$ cat config.mk
export PLATFORM = sky130hd
export DESIGN_NAME = hazard_fwd_unit
export DESIGN_NICKNAME = d
export VERILOG_FILES = /design/src/rtl/hazard_pkg.sv /design/src/rtl/hazard_fwd_unit_operand_resolver.sv /design/src/rtl/hazard_fwd_unit.sv
export SDC_FILE = /design/constraint.sdc
export NUM_CORES = 1
export LEC_CHECK = 0
export ABC_AREA = 1
export ABC_CLOCK_PERIOD_IN_PS = 4430
export CAP_MARGIN = 25
export CORE_MARGIN = 2
export CORE_UTILIZATION = 49
export CTS_BUF_LIST = sky130_fd_sc_hd__clkbuf_8
export DETAILED_ROUTE_END_ITERATION = 16
export GPL_TIMING_DRIVEN = 0
export HOLD_SLACK_MARGIN = 0.03
export PLACE_DENSITY_LB_ADDON = 0.2
export SLEW_MARGIN = 20
export SYNTH_ARGS = -nofsm -noshare
export SYNTH_HDL_FRONTEND = slang
export SYNTH_HIERARCHICAL = 1
export SYNTH_SLANG_ARGS = --single-unit
$ cat constraint.sdc
create_clock -name clk_i -period 4.43 [get_ports clk_i]
set_input_delay 0.886 -clock clk_i [delete_from_list [all_inputs] [get_ports clk_i]]
set_output_delay 0.886 -clock clk_i [all_outputs]
set_load 0.01 [all_outputs]
$ cat src/rtl/hazard_pkg.sv
// Shared types and helpers for the forwarding / load-use hazard unit.
// The entry tag is sized for register addresses up to RD_W bits.
package hazard_pkg;

  localparam int XLEN_DEF    = 32;
  localparam int REG_AW_DEF  = 5;
  localparam int DEPTH_DEF   = 3;
  localparam int ALU_RDY_DEF = 0;
  localparam int LD_RDY_DEF  = 1;

  localparam int RD_W   = 8;
  localparam int FWD_RF = 0;

  function automatic int selw(input int depth);
    return $clog2(depth + 1);
  endfunction

  localparam int SELW = selw(DEPTH_DEF);

  typedef struct packed {
    logic            v;
    logic            ld;
    logic [RD_W-1:0] rd;
  } entry_t;

  // A producer in stage k has its value on res_data_i once k reaches its ready stage.
  function automatic logic stage_ready(input int k, input logic ld,
                                       input int alu_rdy = ALU_RDY_DEF,
                                       input int ld_rdy  = LD_RDY_DEF);
    return k >= (ld ? ld_rdy : alu_rdy);
  endfunction

endpackage

$ cat src/rtl/hazard_fwd_unit_operand_resolver.sv
// One source-operand port: youngest-producer match, readiness check and data mux.
module operand_resolver
  import hazard_pkg::*;
#(
  parameter int XLEN    = XLEN_DEF,
  parameter int REG_AW  = REG_AW_DEF,
  parameter int DEPTH   = DEPTH_DEF,
  parameter int ALU_RDY = ALU_RDY_DEF,
  parameter int LD_RDY  = LD_RDY_DEF,
  parameter int SEL_W   = selw(DEPTH)
) (
  input  logic [REG_AW-1:0]     rs_i,
  input  entry_t [DEPTH-1:0]    ent_i,
  input  logic [XLEN-1:0]       rf_data_i,
  input  logic [DEPTH*XLEN-1:0] res_data_i,
  output logic [XLEN-1:0]       opnd_o,
  output logic [SEL_W-1:0]      sel_o,
  output logic                  stall_o
);

  logic found;

  // NOTE: every output gets a default before the loop so no path leaves it unassigned (no latch).
  always_comb begin
    opnd_o  = rf_data_i;
    sel_o   = SEL_W'(FWD_RF);
    stall_o = 1'b0;
    found   = 1'b0;
    for (int k = 0; k < DEPTH; k++) begin
      if (!found && ent_i[k].v && (rs_i != '0) && (ent_i[k].rd == RD_W'(rs_i))) begin
        found   = 1'b1;
        opnd_o  = res_data_i[k*XLEN +: XLEN];
        sel_o   = SEL_W'(k + 1);
        stall_o = !stage_ready(k, ent_i[k].ld, ALU_RDY, LD_RDY);
      end
    end
  end

endmodule

$ cat src/rtl/hazard_fwd_unit.sv
// Operand forwarding and load-use stall unit with its own in-flight tag pipeline,
// branch flush, global freeze and a saturating stall counter.
module hazard_fwd_unit
  import hazard_pkg::*;
#(
  parameter int XLEN        = XLEN_DEF,
  parameter int REG_AW      = REG_AW_DEF,
  parameter int N_RD        = 2,
  parameter int DEPTH       = DEPTH_DEF,
  parameter int ALU_RDY     = ALU_RDY_DEF,
  parameter int LD_RDY      = LD_RDY_DEF,
  parameter int FLUSH_DEPTH = 1
) (
  input  logic                            clk_i,
  input  logic                            rst_i,
  input  logic                            id_valid_i,
  input  logic [N_RD*REG_AW-1:0]          id_rs_i,
  input  logic [REG_AW-1:0]               id_rd_i,
  input  logic                            id_we_i,
  input  logic                            id_load_i,
  input  logic [N_RD*XLEN-1:0]            rf_data_i,
  input  logic [DEPTH*XLEN-1:0]           res_data_i,
  input  logic                            freeze_i,
  input  logic                            flush_i,
  output logic [N_RD*XLEN-1:0]            opnd_o,
  output logic [N_RD*$clog2(DEPTH+1)-1:0] fwd_sel_o,
  output logic                            hazard_stall_o,
  output logic                            issue_o,
  output logic [DEPTH-1:0]                st_valid_o,
  output logic [31:0]                     stall_cnt_o
);

  localparam int SEL_W = selw(DEPTH);

  entry_t [DEPTH-1:0] st_q, st_d;
  entry_t             new_ent;
  logic   [31:0]      stall_cnt_q, stall_cnt_d;
  logic   [N_RD-1:0]  port_stall;

  for (genvar p = 0; p < N_RD; p++) begin : g_port
    operand_resolver #(
      .XLEN(XLEN), .REG_AW(REG_AW), .DEPTH(DEPTH),
      .ALU_RDY(ALU_RDY), .LD_RDY(LD_RDY), .SEL_W(SEL_W)
    ) u_res (
      .rs_i       (id_rs_i[p*REG_AW +: REG_AW]),
      .ent_i      (st_q),
      .rf_data_i  (rf_data_i[p*XLEN +: XLEN]),
      .res_data_i (res_data_i),
      .opnd_o     (opnd_o[p*XLEN +: XLEN]),
      .sel_o      (fwd_sel_o[p*SEL_W +: SEL_W]),
      .stall_o    (port_stall[p])
    );
  end

  assign hazard_stall_o = id_valid_i && !flush_i && (|port_stall);
  assign issue_o        = id_valid_i && !hazard_stall_o && !freeze_i && !flush_i;

  // x0 and non-writing instructions never become producers.
  always_comb begin
    new_ent    = '0;
    new_ent.v  = id_we_i && (id_rd_i != '0);
    new_ent.ld = id_load_i;
    new_ent.rd = RD_W'(id_rd_i);
  end

  always_comb begin
    st_d = st_q;
    if (!freeze_i) begin
      for (int k = DEPTH - 1; k >= 1; k--) begin
        st_d[k] = (flush_i && (k - 1) < FLUSH_DEPTH) ? '0 : st_q[k-1];
      end
      st_d[0] = issue_o ? new_ent : '0;
    end else if (flush_i) begin
      for (int k = 0; k < FLUSH_DEPTH; k++) begin
        st_d[k] = '0;
      end
    end
  end

  always_comb begin
    stall_cnt_d = stall_cnt_q;
    if (hazard_stall_o && !freeze_i && (stall_cnt_q != '1)) begin
      stall_cnt_d = stall_cnt_q + 32'd1;
    end
  end

  // NOTE: sequential state uses non-blocking assignments only; next-state logic lives in always_comb.
  always_ff @(posedge clk_i) begin
    if (!rst_i) begin
      st_q        <= '0;
      stall_cnt_q <= '0;
    end else begin
      st_q        <= st_d;
      stall_cnt_q <= stall_cnt_d;
    end
  end

  always_comb begin
    for (int k = 0; k < DEPTH; k++) begin
      st_valid_o[k] = st_q[k].v;
    end
  end

  assign stall_cnt_o = stall_cnt_q;

endmodule

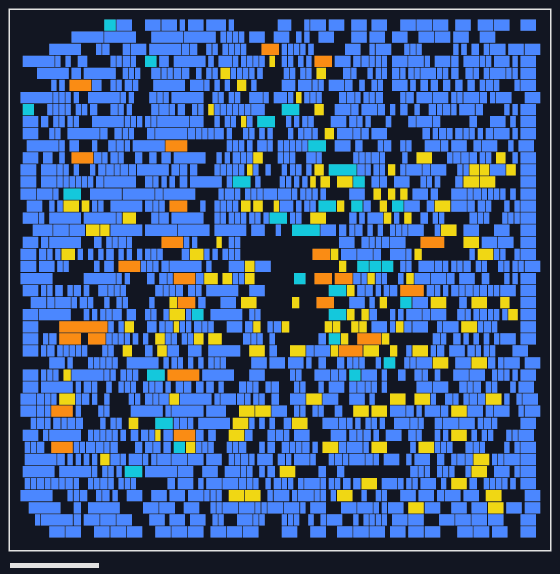
Fig. 1. Sizing map.
Scale bar: 20 um.
legend:
  drive 2:
    colour: yellow
    cells: 126
    share: 8.2%
  drive 6 and up:
    colour: orange
    cells: 25
    share: 1.6%
  drive 1 or less:
    colour: blue
    cells: 1353
    share: 88%
  drive 3 to 4:
    colour: cyan
    cells: 30
    share: 2.0%

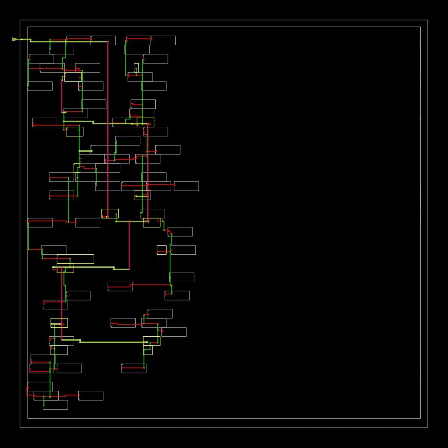
Fig. 2. Clock wiring as the flow saved it.
cts bufs inserted: 9
Flop Count: 60
Clk. pwr: 0.485 mW
Clock Buffer Count: 10

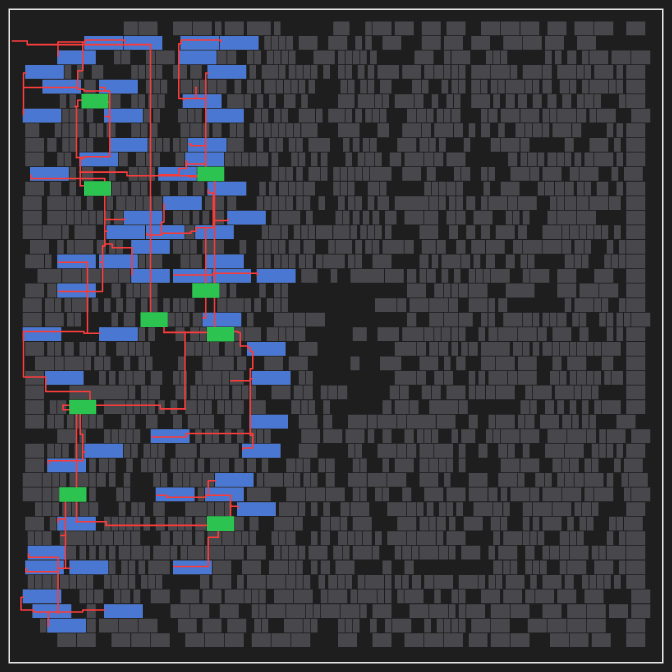
Fig. 3. Clock distribution.
legend:
  clock wires:
    colour: red
    length: 776 um
  cells driving clock nets:
    colour: green
    count: 9
  flip-flops:
    colour: blue
    count: 60
routed clock nets: 10

-- final cells by class --
| type | instances | share of cell area [%] |
|---|---|---|
| multi-input cells | 1014 | 47.7 |
| plain buffers | 69 | 4.56 |
| clock buffers | 10 | 1.37 |
| inverters | 92 | 3.43 |
| well taps | 180 | 2.24 |
| flip-flops and latches | 60 | 11.9 |
| repair buffers | 284 | 28.2 |
| clock inverters | 5 | 0.534 |
-- timing repair --
| item | 4_1_cts | 5_1_grt |
|---|---|---|
| pin swaps | 2 | 1 |
| endpoints found under the hold margin | 0 | 0 |
| resized | 2 | 6 |
| endpoints found under the setup margin | 1 | 4 |
| setup buffers | 0 | 1 |
-- power groups by stage --
stage               clock [mW]  sequential, mW  combinational (mW)
finish                   0.485           0.543               0.434
global placement             0           0.555               0.426
detailed placement           0           0.556               0.429
CTS                      0.487           0.543               0.431
floorplan                    0           0.555               0.152
global route             0.509           0.543               0.467
-- worst max-delay path, delay by kind of cell --
kind                   cells  cell delay [ns]
and+or+nand+nor            8             1.00
buffers and inverters      5             1.51
-- stage by stage --
step,hold slack [ns],utilization (%)
after floorplan,0.455,-
after global placement,0.471,71.8
after detailed placement,0.480,71.8
final,0.486,73.4
after CTS,0.490,73.2
after global routing,0.510,73.4
-- state kept, by name, summed over array words and instances, names as in the netlist --
name         flops
st_q            25
st_valid_o       3
stall_cnt_o     32
-- placed cells by master (no fill, tap or decap), types with 2 or more instances in the layout --
master           count
dlymetal6s2s_1       2
nand3_4              2
dfxtp_1             60
buf_2               31
clkdlybuf4s50_1    280
nor3_1               4
nor2_1             290
clkbuf_1            11
nand4_1             13
nand2_4              3
buf_6                9
nor2_4               9
a21oi_2              6
o21ai_0             17
nand3_2             49
a21oi_1             23
xor2_1               3
clkinv_1             6
buf_8                4
nand3_1            202
nand2_2              7
inv_2               10
buf_4               13
nand2_1            339
nor2_2              21
xnor2_1             12
o22ai_1              9
clkbuf_8            10
inv_1               77
clkinvlp_4           2
-- worst min-delay path by stage --
stage / endpoint / cells past startpoint
floorplan: st_q[5]$_SDFF_PN0_ / 2
global placement: st_q[7]$_SDFF_PN0_ / 2
detailed placement: st_q[7]$_SDFF_PN0_ / 2
CTS: st_q[7]$_SDFF_PN0_ / 2
global route: st_q[7]$_SDFF_PN0_ / 2
finish: st_q[7]$_SDFF_PN0_ / 2
-- per-layer routing --
layer	wire length (um)	part of all wire [%]
met5	23	0.084
met4	1450	5.3
met3	2820	10
met2	12600	46
met1	10500	38
==> metrics.yaml <==
clock_network:
  root_buffer: "clkbuf_8"
  clkLatencyLatePin_ns: 0.35
  cts_sinks: 60
  htree_levels: 3
  clkTransAtPathRegs_ns: 0.07
  cts.path.max_buffers: 2
placed_design:
  hpwl_um: 21200
  dp_slack_ns: -0.172
  routabilityCongestion: 0.934
  dp_cells: 1698
  placed_area_sq_mm: 0.00985
  port_buffers: 283
setup_path:
  endpoint: "issue_o"
  cp_cell_sequence: "clkdlybuf4s50_1 -> nor2_2 -> nand2_1 -> nor2_2 -> nor2_4 -> nand2_4 -> buf_6 -> buf_6 -> nor2_1 -> inv_1 -> nand2_2 -> nor2_4 -> clkdlybuf4s50_1"
  rr_worst_depth: 17
  cp-startpoint: "id_rs_i[5]"
  worst_setup_path_start_kind: "input pin"
  slowest_stage: "clkdlybuf4s50_1"
  endpoint_kind: "output pin"
  reg2reg_slack_ns: 1.31
  path_max_fanout: 10
  max_stage_delay_ns: 0.57
  crit_arrival_ns: 3.40
  worstReg2RegStart: "st_valid_o[0]$_SDFF_PN0_"
  worstReg2RegEnd: "stall_cnt_o[22]$_SDFFE_PN0P_"
run:
  cap_violations: 0
  stage_log_warnings: 27
final_layout:
  nFillCells: 1236
  drive_gt1_share_pct: 11.8
  diodes: 0
  register_area_sq_mm: 0.00120
  logic_area_sq_mm: 0.00480
  postLayoutCellArea_sq_mm: 0.0101
  syn_to_final_growth_pct: 48.2
die:
  ioPinCount: 287
  dieHeight_um: 122
  rows: 43
  fp_util_pct: 49.5
  core_area_sq_mm: 0.0137
  dieArea_sq_mm: 0.0148
  die_x_um: 122
final_timing:
  rsz0062_at_grt: "false"
  hold_violations: 0
  slew_headroom_pct: 59.4
  fin_tns_setup_ns: 0
  achievable-frequency_ghz: 0.233
  worst_pin_slew_ns: 0.609
  period_used_pct: 96.8
  slew_viol_final: 0
  layout_setup_ws_ns: 0.141
  setup_viol: 0
  skew_ns: 0.00844
global_route:
  antenna_found_initial: 2
  grt_pass1_wl_um: 41800
  grt_busiest_layer: "met2"
  grt_pass1_vias: 8306
  overflow: 0
  use_met1_pct: 41.9
  use_met3_pct: 8.66
  grt.met2_usage_pct: 60.0
  grt_max_degree: 11
power_and_ir_drop:
  combPwrFrac_pct: 29.7
  power.density_mw_per_mm2: 145
  power_frac_seq_pct: 37.1
  leakagePower_nw: 4.68
  worst_ir_drop_vdd_mv: 0.301
  fin_total_pwr_mw: 1.46
  power_frac_clock_pct: 33.2
  p_sw_share_pct: 27.5
  p_switching_mw: 0.402
  p_int_mw: 1.06
detailed_routing:
  vias_per_cell: 5.39
  ant_nets: 0
  wl_um: 27400
  dr.pass1.iters: 6
  drt-initial-drc-count: 871
  route.detailed.drc: 0
  wire_per_inst_um: 16.0
hold_path:
  hp-class: "reg2reg"
  hold_start: "st_q[7]$_SDFF_PN0_"
yosys:
  synth_area_per_cell_sq_um: 5.50
  synth_cells: 1235
  yosys_warnings: 6
  synthesis.area_sq_mm: 0.00679
status:
  status: "complete, no violations"
No activity file was given, so power comes from the tool's default toggle rates.
